--- config.mk ---
export PLATFORM = sky130hd
export DESIGN_NAME = dnn_output_evaluator
export DESIGN_NICKNAME = d
export VERILOG_FILES = /design/src/rtl/dnn_output_evaluator.sv
export SDC_FILE = /design/constraint.sdc
export NUM_CORES = 1
export LEC_CHECK = 0
export ABC_CLOCK_PERIOD_IN_PS = 16900
export CORE_MARGIN = 2
export CORE_UTILIZATION = 30
export CTS_CLUSTER_DIAMETER = 150
export DETAILED_ROUTE_END_ITERATION = 8
export GPL_ROUTABILITY_DRIVEN = 0
export PLACE_DENSITY = 0.48
export SYNTH_ARGS = -nofsm -noshare
export SYNTH_HDL_FRONTEND = slang
export SYNTH_SLANG_ARGS = --single-unit
--- constraint.sdc ---
create_clock -name clk -period 16.9 [get_ports clk]
set_clock_uncertainty 0.1 [all_clocks]
set_input_delay 1.69 -clock clk [delete_from_list [all_inputs] [get_ports clk]]
set_output_delay 1.69 -clock clk [all_outputs]
set_load 0.02 [all_outputs]
--- src/rtl/dnn_output_evaluator.sv ---
// Streaming evaluator for the DNN output layer: it compares one neuron per clock against the
// ideal output and keeps per-case verdicts plus running accuracy statistics.
module dnn_output_evaluator #(
  parameter int width       = 32,
  parameter int frac_bits   = 21,
  parameter int cpc         = 18,
  parameter int n_out       = 16,
  parameter int num_classes = 10,
  parameter int window      = 100
) (
  input  logic                                   clk,
  input  logic                                   reset,
  input  logic                                   clear_stats,
  input  logic                                   a_out,
  input  logic                                   y_out,
  input  logic [width-1:0]                       act_l,
  output logic [$clog2(cpc)-1:0]                 cycle_index,
  output logic                                   case_done,
  output logic                                   case_error,
  output logic                                   case_correct,
  output logic [width+$clog2(n_out)+1-1:0]       case_abs_err,
  output logic [31:0]                            num_cases,
  output logic [31:0]                            total_errors,
  output logic [$clog2(window+1)-1:0]            recent_correct
);

  localparam int CW = $clog2(cpc);
  localparam int AW = width + $clog2(n_out) + 1;
  localparam int RW = $clog2(window + 1);
  localparam int W1 = width + 1;
  localparam logic signed [width:0]   ONE     = W1'(1) << frac_bits;
  localparam logic signed [width-1:0] MOST_NEG = {1'b1, {(width-1){1'b0}}};

  function automatic logic [width:0] abs_mag(input logic signed [width:0] d);
    return d[width] ? $unsigned(-d) : $unsigned(d);
  endfunction

  function automatic logic [31:0] sat_inc(input logic [31:0] v, input logic inc);
    return (inc && (v != 32'hFFFF_FFFF)) ? v + 32'd1 : v;
  endfunction

  logic                    err_acc;
  logic [AW-1:0]           abs_acc;
  logic signed [width-1:0] max_val;
  logic [CW-1:0]           max_idx;
  logic [CW-1:0]           ideal_idx;
  logic                    ideal_vld;
  logic [window-1:0]       win_bits;

  logic                    vld_p0;
  logic [CW-1:0]           k_p0;
  logic                    cls_p0;
  logic                    last_p0;
  logic signed [width-1:0] act_s;
  logic signed [width:0]   diff_p0;
  logic                    err_fin;
  logic [AW-1:0]           abs_fin;
  logic                    upd_max;
  logic                    cap_ideal;
  logic [CW-1:0]           idx_fin;
  logic [CW-1:0]           ideal_fin;
  logic                    ideal_vld_fin;
  logic                    correct_fin;

  // Stage 0: fold the current sample into the running case state combinationally so the
  // finalize edge sees accumulators that already include the last neuron.
  always_comb begin
    act_s         = act_l;
    vld_p0        = cycle_index >= CW'(2);
    k_p0          = cycle_index - CW'(2);
    cls_p0        = vld_p0 && (k_p0 < CW'(num_classes));
    last_p0       = cycle_index == CW'(cpc - 1);
    diff_p0       = {act_s[width-1], act_s} - (y_out ? ONE : W1'(0));
    err_fin       = err_acc | (vld_p0 & (a_out ^ y_out));
    abs_fin       = abs_acc + (vld_p0 ? AW'(abs_mag(diff_p0)) : AW'(0));
    upd_max       = cls_p0 && (act_s > max_val);
    cap_ideal     = cls_p0 && y_out && !ideal_vld;
    idx_fin       = upd_max ? k_p0 : max_idx;
    ideal_fin     = cap_ideal ? k_p0 : ideal_idx;
    ideal_vld_fin = ideal_vld | cap_ideal;
    correct_fin   = ideal_vld_fin && (idx_fin == ideal_fin);
  end

  // Stage 1: registered case state, verdicts and statistics.
  always_ff @(posedge clk or posedge reset) begin
    if (reset) begin
      cycle_index    <= '0;
      case_done      <= 1'b0;
      case_error     <= 1'b0;
      case_correct   <= 1'b0;
      case_abs_err   <= '0;
      num_cases      <= '0;
      total_errors   <= '0;
      recent_correct <= '0;
      win_bits       <= '0;
      err_acc        <= 1'b0;
      abs_acc        <= '0;
      max_val        <= MOST_NEG;
      max_idx        <= '0;
      ideal_idx      <= '0;
      ideal_vld      <= 1'b0;
    end else begin
      cycle_index <= last_p0 ? '0 : cycle_index + CW'(1);
      case_done   <= last_p0;
      if (last_p0) begin
        case_error     <= err_fin;
        case_abs_err   <= abs_fin;
        case_correct   <= correct_fin;
        err_acc        <= 1'b0;
        abs_acc        <= '0;
        max_val        <= MOST_NEG;
        max_idx        <= '0;
        ideal_idx      <= '0;
        ideal_vld      <= 1'b0;
        num_cases      <= sat_inc(num_cases, 1'b1);
        total_errors   <= sat_inc(total_errors, err_fin);
        win_bits       <= {win_bits[window-2:0], correct_fin};
        recent_correct <= recent_correct + RW'(correct_fin) - RW'(win_bits[window-1]);
      end else begin
        err_acc <= err_fin;
        abs_acc <= abs_fin;
        if (upd_max) begin
          max_val <= act_s;
          max_idx <= k_p0;
        end
        if (cap_ideal) begin
          ideal_idx <= k_p0;
          ideal_vld <= 1'b1;
        end
      end
      // A clear on the finalize edge overrides that case's statistics update.
      if (clear_stats) begin
        num_cases      <= '0;
        total_errors   <= '0;
        recent_correct <= '0;
        win_bits       <= '0;
      end
    end
  end

endmodule

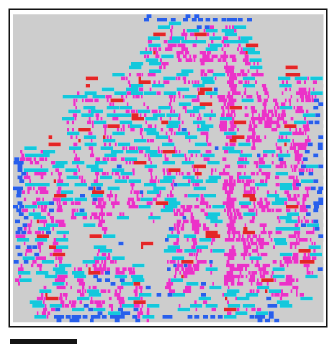
**Above:** placement by cell class.
Scale bar: 50 µm. Fill, decap, tap and diode cells in gray.
- remaining logic cells: magenta (cells 1,448; share of their area 44%)
- clock drivers and dummy loads: red (cells 68; share of their area 6.9%)
- remaining buffers and delay cells: blue (cells 163; share of their area 8.7%)
- registers: cyan (cells 297; share of their area 40%)

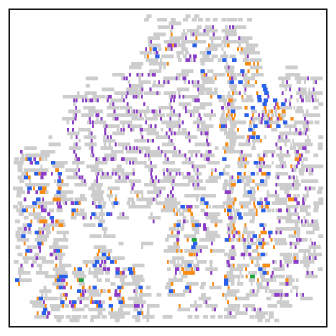
**Above:** selected gate families.
- mux cells: green (cells 3; most used mux2i_1)
- nor cells: orange (cells 224; most used nor2_1; where spread over the die)
- nand cells: purple (cells 470; most used nand2_1; where spread over the die)
- xor and xnor cells: blue (cells 122; most used xor2_1; where spread over the die)

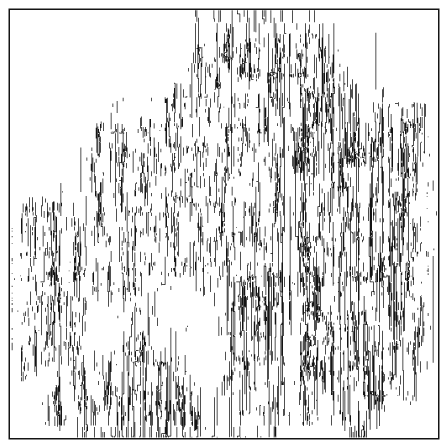
**Above:** metal 2.
- wire length on this layer: 19,800 µm
- longest straight run: 84.5 µm
- nets with wire on the layer: 1,674
- share of all routed wire: 47%
- main direction: vertical

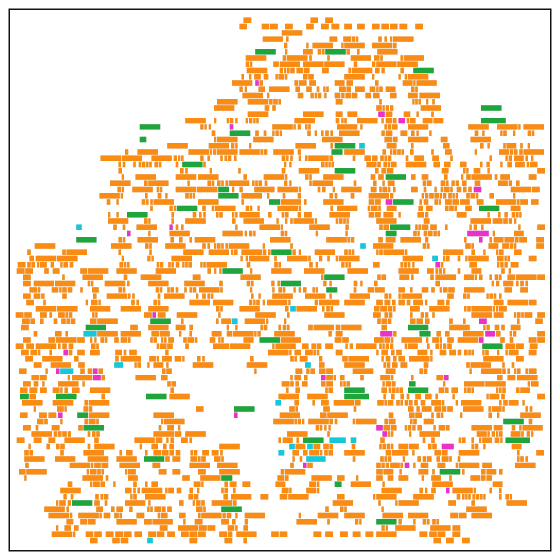
**Above:** drive-strength map.
- x1 and smaller: orange (cells 1,874)
- x2: magenta (cells 30)
- x6 and larger: green (cells 54)
- x3 and x4: cyan (cells 18)

==> flow_summary.yaml <==
# yosys + openroad results
logic_synthesis:
  yosysTopAreaCell: "dfrtp_1"
  ff_type: "dfrtp_1"
  yosysCellCount: 1827
  most_common_cell: "nand2_1"
  top_area_share_pct: 46.5
  netlist_instances: 1827
  ys_seq_share_pct: 46.7
  top_cells_by_count: "381 x nand2_1, 296 x dfrtp_1, 222 x a21oi_1"
cells_and_area:
  layout.cells.non_filler: 2664
  nets: 2069
  area_delta_synth_final_pct: 21.6
  final_area_um2: 19400
  n_antenna_cell: 0
timing:
  drv_slew: 0
  layout_min_cycle_time_ns: 7.25
  hold_viol: 0
  slew_headroom_pct: 28.4
  setup_viol: 0
grt:
  grt-ovfl-total: 0
  antenna_found_initial: 0
  grt_pass1_wl_mm: 69.2
  grt_use_total_pct: 15.5
setup_path:
  endpoint_kind: "flop"
  path_max_fanout: 38
  start_kind: "input pin"
  critPathKind: "input pin to flop"
  cpPeakStageDelay_ns: 0.85
  cp_slowest_cell: "or2_2"
  cp_num_buf_inv: 4
drt:
  drc: 0
  dr.pass1.iters: 5
  drt_iter0_markers: 698
  wl_per_cell_um: 15.8
  finalWirelength_mm: 42.0
die:
  fp_util_pct: 30.3
  die.size.y_um: 234
  die_x_um: 234
  chip_area_um2: 54900
  io_pins: 153
  core_um2: 52600
power:
  vdd_ir_drop_max_mv: 0.0762
  leakage_nw: 8.30
  p_per_area_nw_per_um2: 137
cts:
  cts.sinks: 297
  cts_hold_buf: 0
  clock_path_buffers: 3
  root_buffer: "clkbuf_16"
  post_cts.repair.setup_buffers: 0
hold_path:
  hold_path.class: "flop to flop"
run_status:
  status: "finished, final reports clean"
==> cell families after synthesis <==
kind of cell	share of synthesized area, %
AND/OR/NAND/NOR	21.2
AND-OR/OR-AND	14.8
flip-flops	46.7
buffers and inverters	3.69
XOR/XNOR	6.71
adder cells (fa/ha/maj)	6.70
multiplexers	0.189
other	0.0236
==> sequential cells by signal (all words and copies together) (netlist names) <==
name            count
abs_acc            37
case_abs_err       37
case_correct        1
case_done           1
case_error          1
cycle_index         5
err_acc             1
ideal_idx           5
ideal_vld           1
max_idx             5
max_val            32
num_cases          32
recent_correct      7
total_errors       32
win_bits          100
==> final cells by class <==
cell class	count	area, µm²	area share [%]
Clock inverter	16	165	0.853
Sequential cell	297	7430	38.4
Inverter	71	279	1.44
Clock buffer	52	1100	5.71
Multi-Input combinational cell	1377	7910	40.9
Timing Repair Buffer	163	1600	8.28
Tap cell	688	861	4.45
==> worst paths after layout <==
path	from	cells after the start	end	slack, ns
max in group asynchronous	reset	4	max_val[6]	12.72
min reg2reg	case_abs_err[8]	2	case_abs_err[8]	0.38
min	case_abs_err[8]	2	case_abs_err[8]	0.38
max	act_l[27]	24	recent_correct[6]	9.65
max reg2reg	max_val[31]	24	recent_correct[6]	11.01
min in group asynchronous	reset	2	total_errors[23]	1.64
==> per-layer routing <==
metal	vias to the layer above	share of wire (%)	wire length, µm	track usage (%)
met1	6390	46	19300	20.3
li1	6453	-	-	-
met2	223	47	19800	25.8
met4	0	2.4	1000	4.97
met5	-	0	0	0
met3	62	4.8	2030	3.16
==> cell usage in the layout (no fill, tap or decap), types with 5 or more instances in the layout <==
master / instances
ha_1: 82
and3_1: 11
clkinv_2: 10
buf_4: 12
nand4_1: 31
and4_1: 8
clkbuf_8: 8
clkdlybuf4s50_1: 151
a21o_1: 22
nor3_1: 22
clkbuf_1: 5
a31oi_1: 7
a211oi_1: 9
a21oi_1: 222
and2_1: 8
xor2_1: 72
nor2b_1: 5
dfrtp_1: 296
nand2b_1: 14
or2_2: 5
o21ai_0: 84
nor4_1: 11
xnor2_1: 50
nand3_1: 39
inv_1: 69
o31ai_1: 6
or3_1: 24
a211o_1: 5
clkbuf_16: 39
nand2_1: 381
nor2_1: 175
o211ai_1: 8
==> power by group <==
part	total [mW]	switching [mW]	internal, mW
clock network	0.828	0.325	0.504
logic	0.894	0.522	0.372
registers	0.931	0.0793	0.851
total	2.65	0.926	1.73
==> stage by stage <==
step	util [%]	hold slack (ns)	total power, mW	setup slack [ns]
6_report	36.8	0.380	2.65	9.65
3_5_place_dp	34.4	0.373	1.84	9.09
5_1_grt	36.8	0.404	2.84	9.16
3_3_place_gp	34.4	0.367	1.82	9.14
4_1_cts	36.8	0.387	2.69	9.68
2_1_floorplan	-	0.370	1.54	6.91
==> worst min-delay path, delay by kind of cell, from the launching register on <==
kind	cells	cell delay (ns)
flops	1	0.34
compound gates	1	0.06
simple gates	1	0.04
Power figures rest on the tool's default switching activity, not on a simulated workload.
